<file path="config.mk">
export PLATFORM = sky130hd
export DESIGN_NAME = uart_frame_host_flat
export DESIGN_NICKNAME = d
export VERILOG_FILES = /design/src/rtl/uart_frame_host_if.sv /design/src/rtl/uart_frame_host.sv /design/src/flat_wrapper.sv
export SDC_FILE = /design/constraint.sdc
export NUM_CORES = 1
export LEC_CHECK = 0
export ABC_AREA = 1
export CORE_UTILIZATION = 35
export DETAILED_ROUTE_END_ITERATION = 7
export PLACE_DENSITY = 0.64
export SETUP_SLACK_MARGIN = 0.5
export SLEW_MARGIN = 0
export SYNTH_ARGS = -nofsm -noshare
export SYNTH_HDL_FRONTEND = slang
export SYNTH_SLANG_ARGS = --single-unit
</file>
<file path="constraint.sdc">
create_clock -name CLK -period 3.2 [get_ports CLK]
set_input_delay 0.64 -clock CLK [delete_from_list [all_inputs] [get_ports CLK]]
set_output_delay 0.64 -clock CLK [all_outputs]
set_load 0.03 [all_outputs]
</file>
<file path="src/rtl/uart_frame_host_if.sv">
// Bundles the UART CPU-bus pins with the payload and response byte streams.
// The master modport is the frame host side; slave is the UART core plus downstream logic.
interface uart_frame_host_if;
    logic       uart_csn;
    logic       uart_oen;
    logic       uart_wen;
    logic [7:0] uart_data_in;
    logic [7:0] uart_data_out;
    logic       uart_rxrdy;
    logic       uart_txrdy;
    logic       uart_parity_err;
    logic       uart_framing_err;
    logic       uart_overflow;

    logic [7:0] rx_tdata;
    logic       rx_tvalid;
    logic       rx_tready;
    logic       rx_tlast;
    logic [7:0] rx_cmd;
    logic [7:0] rx_len;
    logic       frame_ok;
    logic       frame_err;
    logic [1:0] err_code;

    logic [7:0] tx_tdata;
    logic       tx_tvalid;
    logic       tx_tready;

    modport master (
        output uart_csn, uart_oen, uart_wen, uart_data_in,
        input  uart_data_out, uart_rxrdy, uart_txrdy,
        input  uart_parity_err, uart_framing_err, uart_overflow,
        output rx_tdata, rx_tvalid, rx_tlast, rx_cmd, rx_len,
        input  rx_tready,
        output frame_ok, frame_err, err_code,
        input  tx_tdata, tx_tvalid,
        output tx_tready
    );

    modport slave (
        input  uart_csn, uart_oen, uart_wen, uart_data_in,
        output uart_data_out, uart_rxrdy, uart_txrdy,
        output uart_parity_err, uart_framing_err, uart_overflow,
        input  rx_tdata, rx_tvalid, rx_tlast, rx_cmd, rx_len,
        output rx_tready,
        input  frame_ok, frame_err, err_code,
        output tx_tdata, tx_tvalid,
        input  tx_tready
    );
endinterface

</file>
<file path="src/rtl/uart_frame_host.sv">
// Fabric-side host for the UART CPU bus: reads framed commands (sync/cmd/len/payload/sum)
// out to a payload stream and writes response stream bytes back into the UART.
module uart_frame_host #(
    parameter logic [7:0]  SYNC_BYTE      = 8'hA5,
    parameter int unsigned TIMEOUT_CYCLES = 50000,
    parameter int unsigned TO_W           = 16
) (
    input  logic              CLK,
    input  logic              RESET_N,
    uart_frame_host_if.master bus
);

    typedef enum logic [2:0] {B_IDLE, B_RD, B_RDWAIT, B_WR, B_WRWAIT} bus_state_t;
    typedef enum logic [2:0] {P_SYNC, P_CMD, P_LEN, P_DATA, P_SUM} parse_state_t;

    localparam logic [TO_W-1:0] TO_LAST = TO_W'(TIMEOUT_CYCLES - 1);

    bus_state_t   bstate_q, bstate_d;
    parse_state_t pstate_q, pstate_d;

    logic            csn_q, csn_d;
    logic            oen_q, oen_d;
    logic            wen_q, wen_d;
    logic [7:0]      data_in_q, data_in_d;
    logic            tx_tready_q, tx_tready_d;

    logic [7:0]      sum_q, sum_d;
    logic [7:0]      cnt_q, cnt_d;
    logic [7:0]      rx_tdata_q, rx_tdata_d;
    logic            rx_tvalid_q, rx_tvalid_d;
    logic            rx_tlast_q, rx_tlast_d;
    logic [7:0]      rx_cmd_q, rx_cmd_d;
    logic [7:0]      rx_len_q, rx_len_d;
    logic            frame_ok_q, frame_ok_d;
    logic            frame_err_q, frame_err_d;
    logic [1:0]      err_code_q, err_code_d;
    logic [TO_W-1:0] to_cnt_q, to_cnt_d;
    logic            ovf_q;

    logic       sample;
    logic       byte_bad;
    logic       ovf_rise;
    logic       to_count;
    logic [7:0] rd_byte;

    // The B_RD cycle is the one with OEN low, so DATA_OUT and the error flags are taken at its end.
    assign sample   = (bstate_q == B_RD);
    assign rd_byte  = bus.uart_data_out;
    assign byte_bad = bus.uart_parity_err | bus.uart_framing_err;
    assign ovf_rise = bus.uart_overflow & ~ovf_q;
    assign to_count = (pstate_q != P_SYNC) && (bstate_q == B_IDLE) &&
                      !bus.uart_rxrdy && !rx_tvalid_q;

    always_ff @(posedge CLK or negedge RESET_N) begin
        if (!RESET_N) begin
            bstate_q    <= B_IDLE;
            pstate_q    <= P_SYNC;
            csn_q       <= 1'b1;
            oen_q       <= 1'b1;
            wen_q       <= 1'b1;
            data_in_q   <= '0;
            tx_tready_q <= 1'b0;
            sum_q       <= '0;
            cnt_q       <= '0;
            rx_tdata_q  <= '0;
            rx_tvalid_q <= 1'b0;
            rx_tlast_q  <= 1'b0;
            rx_cmd_q    <= '0;
            rx_len_q    <= '0;
            frame_ok_q  <= 1'b0;
            frame_err_q <= 1'b0;
            err_code_q  <= '0;
            to_cnt_q    <= '0;
            ovf_q       <= 1'b0;
        end else begin
            bstate_q    <= bstate_d;
            pstate_q    <= pstate_d;
            csn_q       <= csn_d;
            oen_q       <= oen_d;
            wen_q       <= wen_d;
            data_in_q   <= data_in_d;
            tx_tready_q <= tx_tready_d;
            sum_q       <= sum_d;
            cnt_q       <= cnt_d;
            rx_tdata_q  <= rx_tdata_d;
            rx_tvalid_q <= rx_tvalid_d;
            rx_tlast_q  <= rx_tlast_d;
            rx_cmd_q    <= rx_cmd_d;
            rx_len_q    <= rx_len_d;
            frame_ok_q  <= frame_ok_d;
            frame_err_q <= frame_err_d;
            err_code_q  <= err_code_d;
            to_cnt_q    <= to_cnt_d;
            ovf_q       <= bus.uart_overflow;
        end
    end

    // Strobes are decoded from the next state so they are registered yet line up with it.
    always_comb begin
        bstate_d    = bstate_q;
        csn_d       = 1'b1;
        oen_d       = 1'b1;
        wen_d       = 1'b1;
        data_in_d   = data_in_q;
        tx_tready_d = 1'b0;
        unique case (bstate_q)
            B_IDLE: begin
                if (bus.uart_rxrdy && !rx_tvalid_q) begin
                    bstate_d = B_RD;
                    csn_d    = 1'b0;
                    oen_d    = 1'b0;
                end else if (bus.tx_tvalid && bus.uart_txrdy) begin
                    bstate_d    = B_WR;
                    csn_d       = 1'b0;
                    wen_d       = 1'b0;
                    data_in_d   = bus.tx_tdata;
                    tx_tready_d = 1'b1;
                end
            end
            B_RD:     bstate_d = B_RDWAIT;
            B_RDWAIT: if (!bus.uart_rxrdy) bstate_d = B_IDLE;
            B_WR:     bstate_d = B_WRWAIT;
            B_WRWAIT: if (!bus.uart_txrdy) bstate_d = B_IDLE;
            default:  bstate_d = B_IDLE;
        endcase
    end

    always_comb begin
        pstate_d    = pstate_q;
        sum_d       = sum_q;
        cnt_d       = cnt_q;
        rx_tdata_d  = rx_tdata_q;
        rx_tvalid_d = rx_tvalid_q;
        rx_tlast_d  = rx_tlast_q;
        rx_cmd_d    = rx_cmd_q;
        rx_len_d    = rx_len_q;
        frame_ok_d  = 1'b0;
        frame_err_d = 1'b0;
        err_code_d  = err_code_q;
        to_cnt_d    = to_cnt_q;

        if (rx_tvalid_q && bus.rx_tready) begin
            rx_tvalid_d = 1'b0;
            rx_tlast_d  = 1'b0;
        end

        if (sample) begin
            to_cnt_d = '0;
        end else if (to_count) begin
            to_cnt_d = to_cnt_q + TO_W'(1);
        end

        if (sample) begin
            if (byte_bad) begin
                if (pstate_q != P_SYNC) begin
                    frame_err_d = 1'b1;
                    err_code_d  = 2'd1;
                    pstate_d    = P_SYNC;
                end
            end else begin
                unique case (pstate_q)
                    P_SYNC: if (rd_byte == SYNC_BYTE) pstate_d = P_CMD;
                    P_CMD: begin
                        rx_cmd_d = rd_byte;
                        sum_d    = rd_byte;
                        pstate_d = P_LEN;
                    end
                    P_LEN: begin
                        rx_len_d = rd_byte;
                        sum_d    = sum_q + rd_byte;
                        cnt_d    = rd_byte;
                        pstate_d = (rd_byte == 8'd0) ? P_SUM : P_DATA;
                    end
                    P_DATA: begin
                        rx_tdata_d  = rd_byte;
                        rx_tvalid_d = 1'b1;
                        rx_tlast_d  = (cnt_q == 8'd1);
                        sum_d       = sum_q + rd_byte;
                        cnt_d       = cnt_q - 8'd1;
                        if (cnt_q == 8'd1) pstate_d = P_SUM;
                    end
                    P_SUM: begin
                        if (rd_byte == sum_q) begin
                            frame_ok_d = 1'b1;
                        end else begin
                            frame_err_d = 1'b1;
                            err_code_d  = 2'd0;
                        end
                        pstate_d = P_SYNC;
                    end
                    default: pstate_d = P_SYNC;
                endcase
            end
        end else if (to_count && (to_cnt_q == TO_LAST)) begin
            frame_err_d = 1'b1;
            err_code_d  = 2'd2;
            pstate_d    = P_SYNC;
        end

        // Overflow is evaluated last so it overrides any byte result from the same cycle.
        if (ovf_rise && (pstate_q != P_SYNC)) begin
            frame_ok_d  = 1'b0;
            frame_err_d = 1'b1;
            err_code_d  = 2'd3;
            pstate_d    = P_SYNC;
        end

        if (pstate_d == P_SYNC) to_cnt_d = '0;
    end

    assign bus.uart_csn     = csn_q;
    assign bus.uart_oen     = oen_q;
    assign bus.uart_wen     = wen_q;
    assign bus.uart_data_in = data_in_q;
    assign bus.tx_tready    = tx_tready_q;
    assign bus.rx_tdata     = rx_tdata_q;
    assign bus.rx_tvalid    = rx_tvalid_q;
    assign bus.rx_tlast     = rx_tlast_q;
    assign bus.rx_cmd       = rx_cmd_q;
    assign bus.rx_len       = rx_len_q;
    assign bus.frame_ok     = frame_ok_q;
    assign bus.frame_err    = frame_err_q;
    assign bus.err_code     = err_code_q;

endmodule
</file>
<file path="src/flat_wrapper.sv">
// flat-port wrapper written by rule: the top's interface ports become plain ports
module uart_frame_host_flat 
#(
    parameter logic [7:0]  SYNC_BYTE      = 8'hA5,
    parameter int unsigned TIMEOUT_CYCLES = 50000,
    parameter int unsigned TO_W           = 16
)
  (CLK, RESET_N, bus_uart_csn, bus_uart_oen, bus_uart_wen, bus_uart_data_in, bus_uart_data_out, bus_uart_rxrdy, bus_uart_txrdy, bus_uart_parity_err, bus_uart_framing_err, bus_uart_overflow, bus_rx_tdata, bus_rx_tvalid, bus_rx_tlast, bus_rx_cmd, bus_rx_len, bus_rx_tready, bus_frame_ok, bus_frame_err, bus_err_code, bus_tx_tdata, bus_tx_tvalid, bus_tx_tready);
  uart_frame_host_if bus_i ();
  input  logic CLK;
  input  logic RESET_N;
  output wire logic [$bits(bus_i.uart_csn)-1:0] bus_uart_csn;
  output wire logic [$bits(bus_i.uart_oen)-1:0] bus_uart_oen;
  output wire logic [$bits(bus_i.uart_wen)-1:0] bus_uart_wen;
  output wire logic [$bits(bus_i.uart_data_in)-1:0] bus_uart_data_in;
  input wire logic [$bits(bus_i.uart_data_out)-1:0] bus_uart_data_out;
  input wire logic [$bits(bus_i.uart_rxrdy)-1:0] bus_uart_rxrdy;
  input wire logic [$bits(bus_i.uart_txrdy)-1:0] bus_uart_txrdy;
  input wire logic [$bits(bus_i.uart_parity_err)-1:0] bus_uart_parity_err;
  input wire logic [$bits(bus_i.uart_framing_err)-1:0] bus_uart_framing_err;
  input wire logic [$bits(bus_i.uart_overflow)-1:0] bus_uart_overflow;
  output wire logic [$bits(bus_i.rx_tdata)-1:0] bus_rx_tdata;
  output wire logic [$bits(bus_i.rx_tvalid)-1:0] bus_rx_tvalid;
  output wire logic [$bits(bus_i.rx_tlast)-1:0] bus_rx_tlast;
  output wire logic [$bits(bus_i.rx_cmd)-1:0] bus_rx_cmd;
  output wire logic [$bits(bus_i.rx_len)-1:0] bus_rx_len;
  input wire logic [$bits(bus_i.rx_tready)-1:0] bus_rx_tready;
  output wire logic [$bits(bus_i.frame_ok)-1:0] bus_frame_ok;
  output wire logic [$bits(bus_i.frame_err)-1:0] bus_frame_err;
  output wire logic [$bits(bus_i.err_code)-1:0] bus_err_code;
  input wire logic [$bits(bus_i.tx_tdata)-1:0] bus_tx_tdata;
  input wire logic [$bits(bus_i.tx_tvalid)-1:0] bus_tx_tvalid;
  output wire logic [$bits(bus_i.tx_tready)-1:0] bus_tx_tready;
  assign bus_uart_csn = bus_i.uart_csn;
  assign bus_uart_oen = bus_i.uart_oen;
  assign bus_uart_wen = bus_i.uart_wen;
  assign bus_uart_data_in = bus_i.uart_data_in;
  assign bus_i.uart_data_out = bus_uart_data_out;
  assign bus_i.uart_rxrdy = bus_uart_rxrdy;
  assign bus_i.uart_txrdy = bus_uart_txrdy;
  assign bus_i.uart_parity_err = bus_uart_parity_err;
  assign bus_i.uart_framing_err = bus_uart_framing_err;
  assign bus_i.uart_overflow = bus_uart_overflow;
  assign bus_rx_tdata = bus_i.rx_tdata;
  assign bus_rx_tvalid = bus_i.rx_tvalid;
  assign bus_rx_tlast = bus_i.rx_tlast;
  assign bus_rx_cmd = bus_i.rx_cmd;
  assign bus_rx_len = bus_i.rx_len;
  assign bus_i.rx_tready = bus_rx_tready;
  assign bus_frame_ok = bus_i.frame_ok;
  assign bus_frame_err = bus_i.frame_err;
  assign bus_err_code = bus_i.err_code;
  assign bus_i.tx_tdata = bus_tx_tdata;
  assign bus_i.tx_tvalid = bus_tx_tvalid;
  assign bus_tx_tready = bus_i.tx_tready;
  uart_frame_host #(.SYNC_BYTE(SYNC_BYTE), .TIMEOUT_CYCLES(TIMEOUT_CYCLES), .TO_W(TO_W)) u_core (.CLK(CLK), .RESET_N(RESET_N), .bus(bus_i));
endmodule
</file>
==> impl_metrics.csv <==
group,metric,value,unit
clock_tree,post_cts.repair.setup_buffers,0,
synth,synthArstFlopShare,1.00,
synth,area_leaders,"dfrtp_1, nand2_1, o21ai_0",
clock_tree,clock_latency,0.34,ns
placement,placed_cell_area,0.00499,mm²
synth,yosysSeqAreaShare,0.487,
outcome,status,"finished with violations",
layout,final_cell_mix,"nand2_1, dfrtp_1, clkdlybuf4s50_1",
setup_path,cp-startpoint,"bus_uart_data_out[0]",
timing,period_used_share,0.780,
die,fp_util,0.362,
setup_path,required,3.41,ns
clock_tree,htree_levels,3,
setup_path,crit_arrival,2.71,ns
power,leakagePower,2.45,nW
drt,route.detailed.drc,14,
setup_path,crit_slowest_cell,"clkdlybuf4s50_1",
outcome,violations,"design-rule violations",
timing,period_needed,2.50,ns
setup_path,reg2reg_depth,12,
layout,utilization,0.463,
setup_path,r2r-start,"u_core.pstate_q[2]",
power,switchingPower,1.93,mW
power,power_density,907,mW/mm²
die,core_area,0.0115,mm²
setup_path,path_cells,"clkdlybuf4s50_1 -> ha_1 -> inv_1 -> fa_1 -> nand3b_1 -> nand2_1 -> nand2_1 -> nand2_1 -> a21oi_1 -> xor2_1 -> o21ai_0 -> nand2_1",
power,finalPower,4.83,mW
drt,vias,3545,
state kept, by name, summed over array words and instances, names as in the netlist:
name,flops
u_core.bstate_q,3
u_core.bus.err_code,2
u_core.bus.frame_err,1
u_core.bus.frame_ok,1
u_core.bus.rx_cmd,8
u_core.bus.rx_len,8
u_core.bus.rx_tdata,8
u_core.bus.rx_tlast,1
u_core.bus.rx_tvalid,1
u_core.bus.tx_tready,1
u_core.bus.uart_csn,1
u_core.bus.uart_data_in,8
u_core.bus.uart_oen,1
u_core.bus.uart_wen,1
u_core.cnt_q,8
u_core.ovf_q,1
u_core.pstate_q,3
u_core.sum_q,8
u_core.to_cnt_q,16
cell type report:
cell class	instances	area [µm²]
tap	143	179
timing repair buffer	70	688
fill	1146	6190
sequential	81	2030
inverter	60	225
clock inverter	3	90.1
multi-input combinational	358	1870
clock buffer	13	250
I/O nets highlighted:
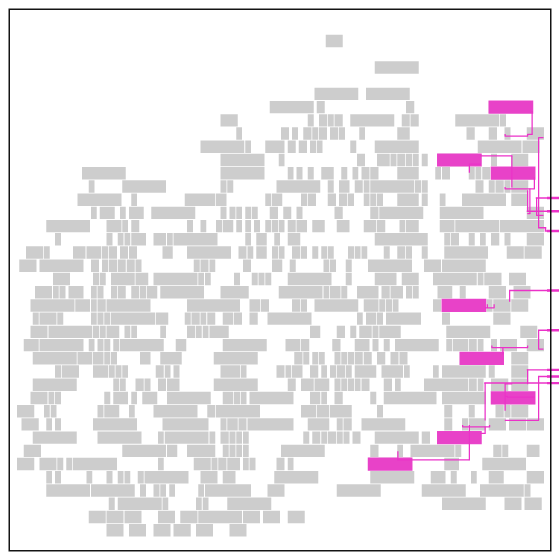
`bus_rx_cmd`: drawn in magenta, direction output, end cells 8, buffers 8, wire 201 µm.

Clock wiring as the flow saved it:
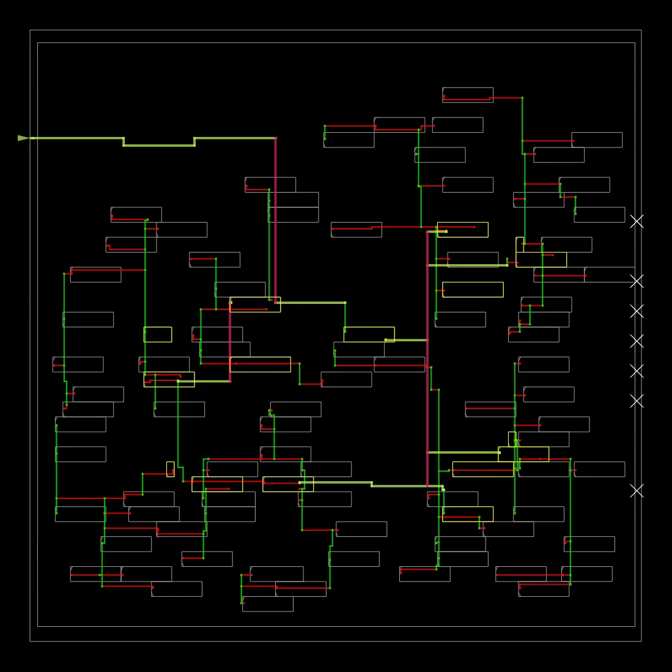
CTS Buf Count: 9
clk_buf instances: 13
CTS Sinks: 81
Setup Skew: 0.00755 ns

Power and IR drop assume default switching activity.
